==> run_1/layer_met3.png <==
Scale bar: 50 um.
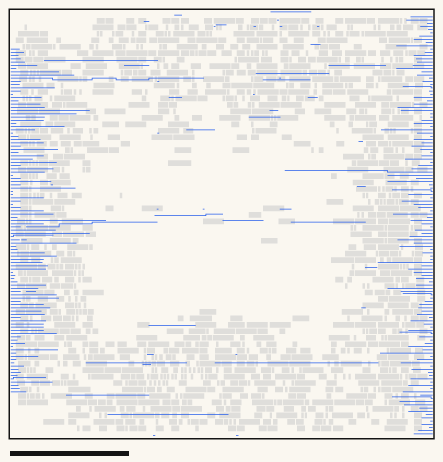
==> run_1/congestion.png <==
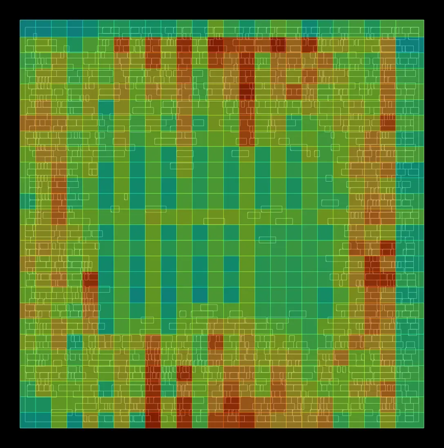
==> run_1/detail.png <==
Scale bar: 10 um. Region (114, 25) to (154, 65) um. Cells in grey, sequential cells in the stronger grey; small squares are vias.
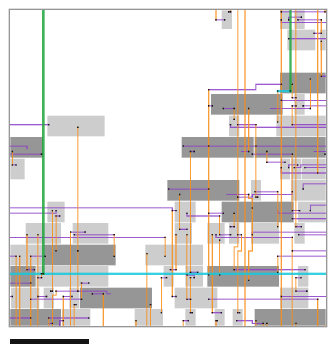
File: config.mk
export PLATFORM = sky130hd
export DESIGN_NAME = id_exe_stage
export DESIGN_NICKNAME = d
export VERILOG_FILES = /design/src/rtl/riscv_pipe_pkg.sv /design/src/rtl/hazard_detection_unit.sv /design/src/rtl/id_exe_stage.sv
export SDC_FILE = /design/constraint.sdc
export NUM_CORES = 1
export LEC_CHECK = 0
export ABC_AREA = 1
export CORE_AREA = 2 2 176 178
export CTS_CLUSTER_SIZE = 20
export DETAILED_ROUTE_END_ITERATION = 6
export DIE_AREA = 0 0 178 180
export GPL_ROUTABILITY_DRIVEN = 0
export PLACE_DENSITY_LB_ADDON = 0.3
export SETUP_SLACK_MARGIN = 0.4
export SYNTH_ARGS = -nofsm -noshare
export SYNTH_HDL_FRONTEND = slang
export SYNTH_HIERARCHICAL = 1
export SYNTH_SLANG_ARGS = --single-unit
File: constraint.sdc
create_clock -name clk -period 1.9 [get_ports clk]
set_input_delay 0.38 -clock clk [delete_from_list [all_inputs] [get_ports clk]]
set_output_delay 0.38 -clock clk [all_outputs]
set_load 0.01 [all_outputs]
File: src/rtl/riscv_pipe_pkg.sv
// Shared pipeline definitions: ALUOp classes, register-index width,
// hazard FSM state type and the ID/EX bubble control word.
package riscv_pipe_pkg;

    localparam int unsigned REG_IDX_W = 5;

    localparam logic [1:0] ALUOP_ADD    = 2'b00;
    localparam logic [1:0] ALUOP_BRANCH = 2'b01;
    localparam logic [1:0] ALUOP_RTYPE  = 2'b10;
    localparam logic [1:0] ALUOP_ITYPE  = 2'b11;

    typedef enum logic {
        RUN   = 1'b0,
        STALL = 1'b1
    } hz_state_t;

    typedef struct packed {
        logic       reg_write;
        logic       mem_read;
        logic       mem_write;
        logic       mem_to_reg;
        logic       alu_src;
        logic [1:0] alu_op;
        logic       valid;
    } ctrl_t;

    localparam ctrl_t BUBBLE_CTRL = '0;

endpackage

File: src/rtl/hazard_detection_unit.sv
// Load-use hazard detector: compares the load sitting in ID/EX against the
// source registers of the instruction currently in decode. Purely combinational.
module hazard_detection_unit
    import riscv_pipe_pkg::*;
(
    input  logic                 ID_EXE_MemRead,
    input  logic                 ID_EXE_valid,
    input  logic [REG_IDX_W-1:0] ID_EXE_rd,
    input  logic                 IF_ID_valid,
    input  logic [REG_IDX_W-1:0] IF_ID_rs1,
    input  logic [REG_IDX_W-1:0] IF_ID_rs2,
    input  logic                 ID_uses_rs2,
    output logic                 load_use
);

    // x0 is never a real producer, so it can never create a dependency
    always_comb begin
        load_use = ID_EXE_MemRead & ID_EXE_valid & (ID_EXE_rd != '0) & IF_ID_valid &
                   ((ID_EXE_rd == IF_ID_rs1) | (ID_uses_rs2 & (ID_EXE_rd == IF_ID_rs2)));
    end

endmodule

File: src/rtl/id_exe_stage.sv
// ID/EX pipeline register with load-use stall FSM.
// Optional macro HAZARD_PERF_CNT_EN adds the stall_cycles performance counter.
module id_exe_stage
    import riscv_pipe_pkg::*;
#(
    parameter int unsigned XLEN = 64
) (
    input  logic                 clk,
    input  logic                 rst_n,
    input  logic [REG_IDX_W-1:0] IF_ID_rs1,
    input  logic [REG_IDX_W-1:0] IF_ID_rs2,
    input  logic [REG_IDX_W-1:0] IF_ID_rd,
    input  logic                 IF_ID_valid,
    input  logic                 ID_uses_rs2,
    input  logic                 ID_RegWrite,
    input  logic                 ID_MemRead,
    input  logic                 ID_MemWrite,
    input  logic                 ID_MemToReg,
    input  logic                 ID_ALUSrc,
    input  logic [1:0]           ID_ALUOp,
    input  logic [XLEN-1:0]      ID_rs1_data,
    input  logic [XLEN-1:0]      ID_rs2_data,
    input  logic [XLEN-1:0]      ID_imm,
    input  logic                 EX_flush,
    output logic [REG_IDX_W-1:0] ID_EXE_rs1,
    output logic [REG_IDX_W-1:0] ID_EXE_rs2,
    output logic [REG_IDX_W-1:0] ID_EXE_rd,
    output logic                 ID_EXE_RegWrite,
    output logic                 ID_EXE_MemRead,
    output logic                 ID_EXE_MemWrite,
    output logic                 ID_EXE_MemToReg,
    output logic                 ID_EXE_ALUSrc,
    output logic [1:0]           ID_EXE_ALUOp,
    output logic                 ID_EXE_valid,
    output logic [XLEN-1:0]      ID_EXE_rs1_data,
    output logic [XLEN-1:0]      ID_EXE_rs2_data,
    output logic [XLEN-1:0]      ID_EXE_imm,
`ifdef HAZARD_PERF_CNT_EN
    output logic [31:0]          stall_cycles,
`endif
    output logic                 PC_write,
    output logic                 IF_ID_write
);

    hz_state_t state, state_next;
    ctrl_t     ctrl_q, ctrl_d;
    logic      load_use;
    logic      stall_req;
    logic      bubble;

    hazard_detection_unit u_hdu (
        .ID_EXE_MemRead (ctrl_q.mem_read),
        .ID_EXE_valid   (ctrl_q.valid),
        .ID_EXE_rd      (ID_EXE_rd),
        .IF_ID_valid    (IF_ID_valid),
        .IF_ID_rs1      (IF_ID_rs1),
        .IF_ID_rs2      (IF_ID_rs2),
        .ID_uses_rs2    (ID_uses_rs2),
        .load_use       (load_use)
    );

    // FSM state register
    always_ff @(posedge clk or negedge rst_n) begin
        if (!rst_n) state <= RUN;
        else        state <= state_next;
    end

    // FSM next state: a flush overrides the stall, and a stall lasts one cycle
    always_comb begin
        state_next = state;
        case (state)
            RUN:     if (load_use && !EX_flush) state_next = STALL;
            STALL:   state_next = RUN;
            default: state_next = RUN;
        endcase
    end

    // FSM outputs: fetch/decode hold is combinational from the hazard
    always_comb begin
        stall_req   = load_use & ~EX_flush;
        PC_write    = ~stall_req;
        IF_ID_write = ~stall_req;
    end

    // Bubble selection and decode control packing
    always_comb begin
        bubble = EX_flush | load_use | ~IF_ID_valid;
        ctrl_d = '{reg_write:  ID_RegWrite,
                   mem_read:   ID_MemRead,
                   mem_write:  ID_MemWrite,
                   mem_to_reg: ID_MemToReg,
                   alu_src:    ID_ALUSrc,
                   alu_op:     ID_ALUOp,
                   valid:      1'b1};
    end

    // ID/EX pipeline register; a bubble zeroes every field so forwarding never matches it
    always_ff @(posedge clk or negedge rst_n) begin
        if (!rst_n) begin
            ctrl_q          <= BUBBLE_CTRL;
            ID_EXE_rs1      <= '0;
            ID_EXE_rs2      <= '0;
            ID_EXE_rd       <= '0;
            ID_EXE_rs1_data <= '0;
            ID_EXE_rs2_data <= '0;
            ID_EXE_imm      <= '0;
        end else if (bubble) begin
            ctrl_q          <= BUBBLE_CTRL;
            ID_EXE_rs1      <= '0;
            ID_EXE_rs2      <= '0;
            ID_EXE_rd       <= '0;
            ID_EXE_rs1_data <= '0;
            ID_EXE_rs2_data <= '0;
            ID_EXE_imm      <= '0;
        end else begin
            ctrl_q          <= ctrl_d;
            ID_EXE_rs1      <= IF_ID_rs1;
            ID_EXE_rs2      <= IF_ID_rs2;
            ID_EXE_rd       <= IF_ID_rd;
            ID_EXE_rs1_data <= ID_rs1_data;
            ID_EXE_rs2_data <= ID_rs2_data;
            ID_EXE_imm      <= ID_imm;
        end
    end

    assign ID_EXE_RegWrite = ctrl_q.reg_write;
    assign ID_EXE_MemRead  = ctrl_q.mem_read;
    assign ID_EXE_MemWrite = ctrl_q.mem_write;
    assign ID_EXE_MemToReg = ctrl_q.mem_to_reg;
    assign ID_EXE_ALUSrc   = ctrl_q.alu_src;
    assign ID_EXE_ALUOp    = ctrl_q.alu_op;
    assign ID_EXE_valid    = ctrl_q.valid;

`ifdef HAZARD_PERF_CNT_EN
    logic [31:0] stall_cnt;

    // Saturating count of cycles spent in STALL
    always_ff @(posedge clk or negedge rst_n) begin
        if (!rst_n)                              stall_cnt <= '0;
        else if (state == STALL && stall_cnt != '1) stall_cnt <= stall_cnt + 32'd1;
    end

    assign stall_cycles = stall_cnt;
`endif

endmodule

==> flow_metrics.env, run 1 <==
# physical design summary
export IMPL_worst_slack_ns=-0.212
export IMPL_routedWlPerCell_um=15.8
export IMPL_crit_family="flip-flops"
export IMPL_seqPwrFrac_pct=43.5
export IMPL_cts_tree="done"
export IMPL_fp_util_pct=24.7
export IMPL_clock_latency_ns=0.51
export IMPL_p_clk_mw=4.55
export IMPL_yosysTopAreaCell="dfrtp_1"
export IMPL_top_power_group="registers"
export IMPL_warning_count=29
export IMPL_rrSetupSlack_ns=-0.08
export IMPL_first_global_vias=6360
export IMPL_violations="negative setup slack"
export IMPL_finalSetupViolCount=88
export IMPL_track_usage_pct=13.8
export IMPL_dpl_hpwl_um=16900
export IMPL_worst_slew_pin_slew_ns=0.449
export IMPL_lay_top_count="clkdlybuf4s50_1"
export IMPL_drv_cap=0
export IMPL_grt_overflow=0
export IMPL_max_freq_mhz=473
export IMPL_ys_warn_count=6
export IMPL_chipArea_um2=32000
export IMPL_required_ns=1.52
export IMPL_rr_startpoint="ID_EXE_rd[2]"
export IMPL_finalClockSkew_ns=0.0126
export IMPL_internal_power_mw=8.45
export IMPL_p_leak_nw=9.26
export IMPL_worst_path_buf_inv=3
export IMPL_status="finished with violations"
export IMPL_hold_class="primary input to asynchronous set/reset pin"
export IMPL_ys_seq_share_pct=72.1
export IMPL_crit_slowest_cell="dfrtp_1"
export IMPL_netlist_area_leader_share_pct=72.1
export IMPL_pwr_share_comb_pct=15.3
export IMPL_drt_iter0_drc=186
export IMPL_finalSetupTns_ns=-2.63
export IMPL_grt_max_degree=46
## Picture notes: layer_met3.png
share of all routed wire = 10%
nets with wire on the layer = 255
longest straight run = 68.5 um
wire length on this layer = 2670 um
main direction = horizontal
vias: 6309
drt total wl: 26100 um
met3 usage: 5.46%

## Picture notes: congestion.png
met2 usage: 24.0%
met1 GRT Util: 15.3%

## Picture notes: detail.png
metal 3 -> cyan
metal 2 -> orange
metal 4 -> green
metal 1 -> purple
sequential cells in the window = 11
netlist names of flops here include = ID_EXE_imm (8), ID_EXE_rs2_data (3)
cells with their middle in the window = 51
most frequent = inv_1 (12), dfrtp_1 (11), clkdlybuf4s50_1 (7)

[run 1: layout make-up]
type	instances	area [um2]	share of cell area [%]
Tap cell	396	495	3.33
Sequential cell	215	5390	36.2
Inverter	230	863	5.81
Multi-Input combinational cell	263	1640	11.0
Clock buffer	41	766	5.15
Timing Repair Buffer	500	5700	38.4
Clock inverter	3	18.8	0.126
[run 1: registers in the layout, summed over array words and instances (netlist names), 2 cells and up]
name,cells
ID_EXE_imm,64
ID_EXE_rs1_data,64
ID_EXE_rs2,5
ID_EXE_rd,5
ID_EXE_rs2_data,64
ID_EXE_rs1,5
ID_EXE_ALUOp,2
[run 1: per-stage QoR]
stage	hold WS [ns]	cells	power (mW)
after global routing	0.357	1648	11.6
after detailed placement	0.329	1560	6.28
after global placement	0.332	1560	6.27
final	0.380	1648	11.0
after CTS	0.340	1609	10.9
after floorplan	0.0844	725	5.25
[run 1: kinds of logic (layout without fill, tap and decap cells)]
logic type      after synthesis  count (layout)  share of synthesized area, %
compound gates                1               1                         0.117
xor+xnor                      1               1                         0.117
buf+inv                     254             774                          14.6
flops                       215             215                          72.1
simple gates                254             261                          13.0
[run 1: routing by layer]
layer | routed length [um] | track usage, % | part of all wire [%]
met2 | 13100 | 24.0 | 50
met1 | 9610 | 15.3 | 37
met3 | 2670 | 5.46 | 10
met5 | 0 | 0 | 0
met4 | 723 | 4.23 | 2.8
[run 1: synthesized netlist by cell type]
library cell and n:
nand2_2 2, buf_4 1, buf_2 6, nand2_1 26, xnor2_1 1, nand4_1 2, a21oi_2 1, dfrtp_1 215
nand3_1 2, inv_2 2, nor2_1 221, nor2_2 1, inv_1 228, buf_6 17
## Run 2: what changed since run 1
--- a/config.mk
+++ b/config.mk
@@ -11,9 +11,9 @@
 export DETAILED_ROUTE_END_ITERATION = 6
 export DIE_AREA = 0 0 178 180
 export GPL_ROUTABILITY_DRIVEN = 0
-export PLACE_DENSITY_LB_ADDON = 0.3
 export SETUP_SLACK_MARGIN = 0.4
 export SYNTH_ARGS = -nofsm -noshare
 export SYNTH_HDL_FRONTEND = slang
 export SYNTH_HIERARCHICAL = 1
 export SYNTH_SLANG_ARGS = --single-unit
+export TNS_END_PERCENT = 1
==> flow_metrics.env, run 2 <==
# physical design summary
export IMPL_status="finished with violations"
export IMPL_violations="negative setup slack"
export IMPL_netlist_area_leader_share_pct=72.1
export IMPL_drv_cap=0
export IMPL_worst_slew_pin_slew_ns=0.443
export IMPL_pwr_share_comb_pct=11.4
export IMPL_drt_iter0_drc=164
export IMPL_top_regs="ID_EXE_imm: 64 flops, ID_EXE_rs1_data: 64 flops, ID_EXE_rs2_data: 64 flops"
export IMPL_grt_overflow=0
export IMPL_worst_path_buf_inv=2
export IMPL_comb_area_um2=1020
export IMPL_routed_top_layer="met4"
export IMPL_yosysTopAreaCell="dfrtp_1"
export IMPL_required_ns=1.52
export IMPL_finalSetupViolCount=2
export IMPL_worst_slack_ns=-0.198
export IMPL_p_clk_mw=4.62
export IMPL_gr_usage_met2_pct=25.3
export IMPL_ys_flop_type="dfrtp_1"
export IMPL_gr_usage_met3_pct=4.36
export IMPL_wl_met3_um=2180
export IMPL_top_power_group="registers"
export IMPL_ys_seq_share_pct=72.1
export IMPL_warning_count=29
export IMPL_top_cells_by_count="inv_1 (228), nor2_1 (221), dfrtp_1 (215), nand2_1 (26), buf_6 (17)"
export IMPL_crit_family="flip-flops"
==> run 2: cell count changes in the layout (fill, tap and decap cells not counted), moves of 16 or more <==
cell and change:
clkdlybuf4s50_1 -83, dlymetal6s2s_1 -123, clkbuf_16 -16, nor2_2 -111
nor2_4 -27, nor2_1 +138, buf_2 +185
==> run 2: path summary, 6_finish.rpt <==
kind / startpoint / endpoint / slack [ns] / cells past startpoint
setup reg to reg: ID_EXE_rd[4] / ID_EXE_rs2_data[10] / 0.10 / 9
min in group asynchronous: rst_n / ID_EXE_imm[2] / 0.39 / 2
hold reg to reg: ID_EXE_valid / ID_EXE_rs2_data[1] / 1.04 / 5
hold / removal: ID_rs1_data[31] / ID_EXE_rs1_data[31] / 0.37 / 3
setup / recovery: ID_EXE_rd[2] / PC_write / -0.20 / 8
max in group asynchronous: rst_n / ID_EXE_imm[1] / 0.90 / 3
==> run 2: cell families after synthesis <==
group | share of synthesized area (%)
AND/OR/NAND/NOR | 13.0
flip-flops | 72.1
AND-OR/OR-AND | 0.117
XOR/XNOR | 0.117
buffers and inverters | 14.6
==> run 2: per-stage QoR <==
| step | power [mW] | std cells |
|---|---|---|
| global placement | 6.26 | 1560 |
| detailed placement | 6.28 | 1560 |
| global route | 11.1 | 1607 |
| floorplan | 5.25 | 725 |
| CTS | 10.8 | 1606 |
| finish | 10.6 | 1607 |
==> run 2: cell type report <==
| class | instances | share of cell area (%) |
|---|---|---|
| sequential | 215 | 44.0 |
| timing repair buffer | 466 | 30.0 |
| multi-input combinational | 256 | 8.32 |
| inverter | 230 | 7.06 |
| clock buffer | 40 | 6.15 |
| tap | 396 | 4.05 |
| clock inverter | 4 | 0.389 |
==> run_2/detail.png <==
Scale bar: 10 um. Region (114, 25) to (154, 65) um. Cells in grey, sequential cells in the stronger grey; small squares are vias.
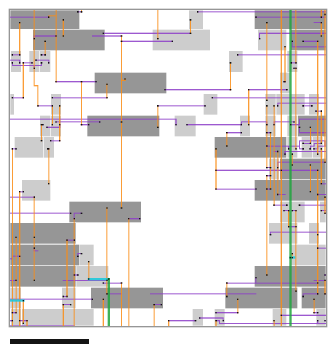

==> run_2/logic_types.png <==
Scale bar: 50 um.
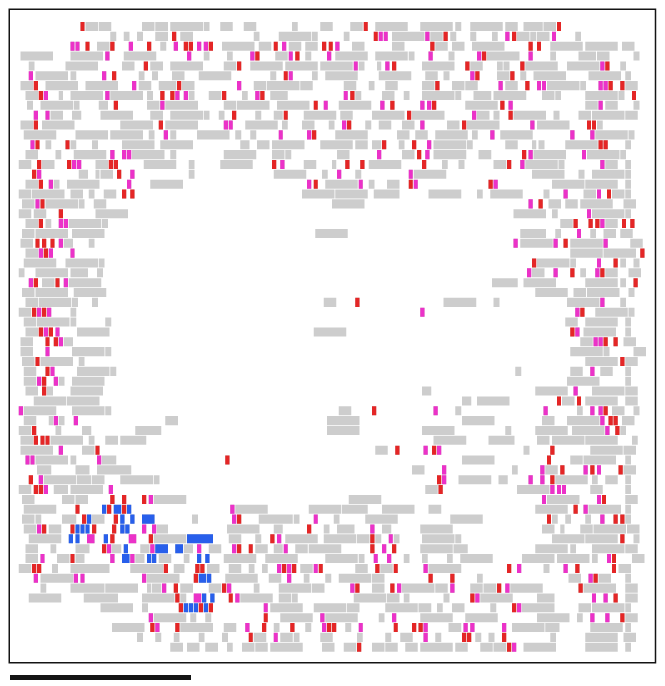
inverters -> red  # cells 230, most used inv_1, where widely spread
NOR gates -> magenta  # cells 222, most used nor2_1, where widely spread
NAND gates -> blue  # cells 32, most used nand2_1, where lower left
Comb/total area: 8.32%
Non-Filler Instances: 1607
Top cell excl fill/tap: inv_1

==> run_2/layer_met1.png <==
Scale bar: 50 um. Supply wires on this layer in grey.
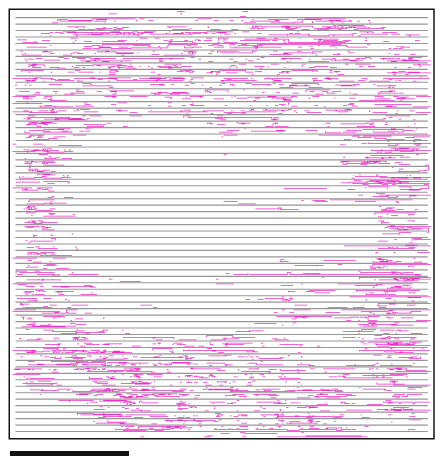
wire length on this layer = 8240 um
nets with wire on the layer = 1238
share of all routed wire = 37%
met1 GRT Util: 14.5%
vias: 5901
drt total wl: 22500 um

Power is estimated from default activity; no workload was simulated.
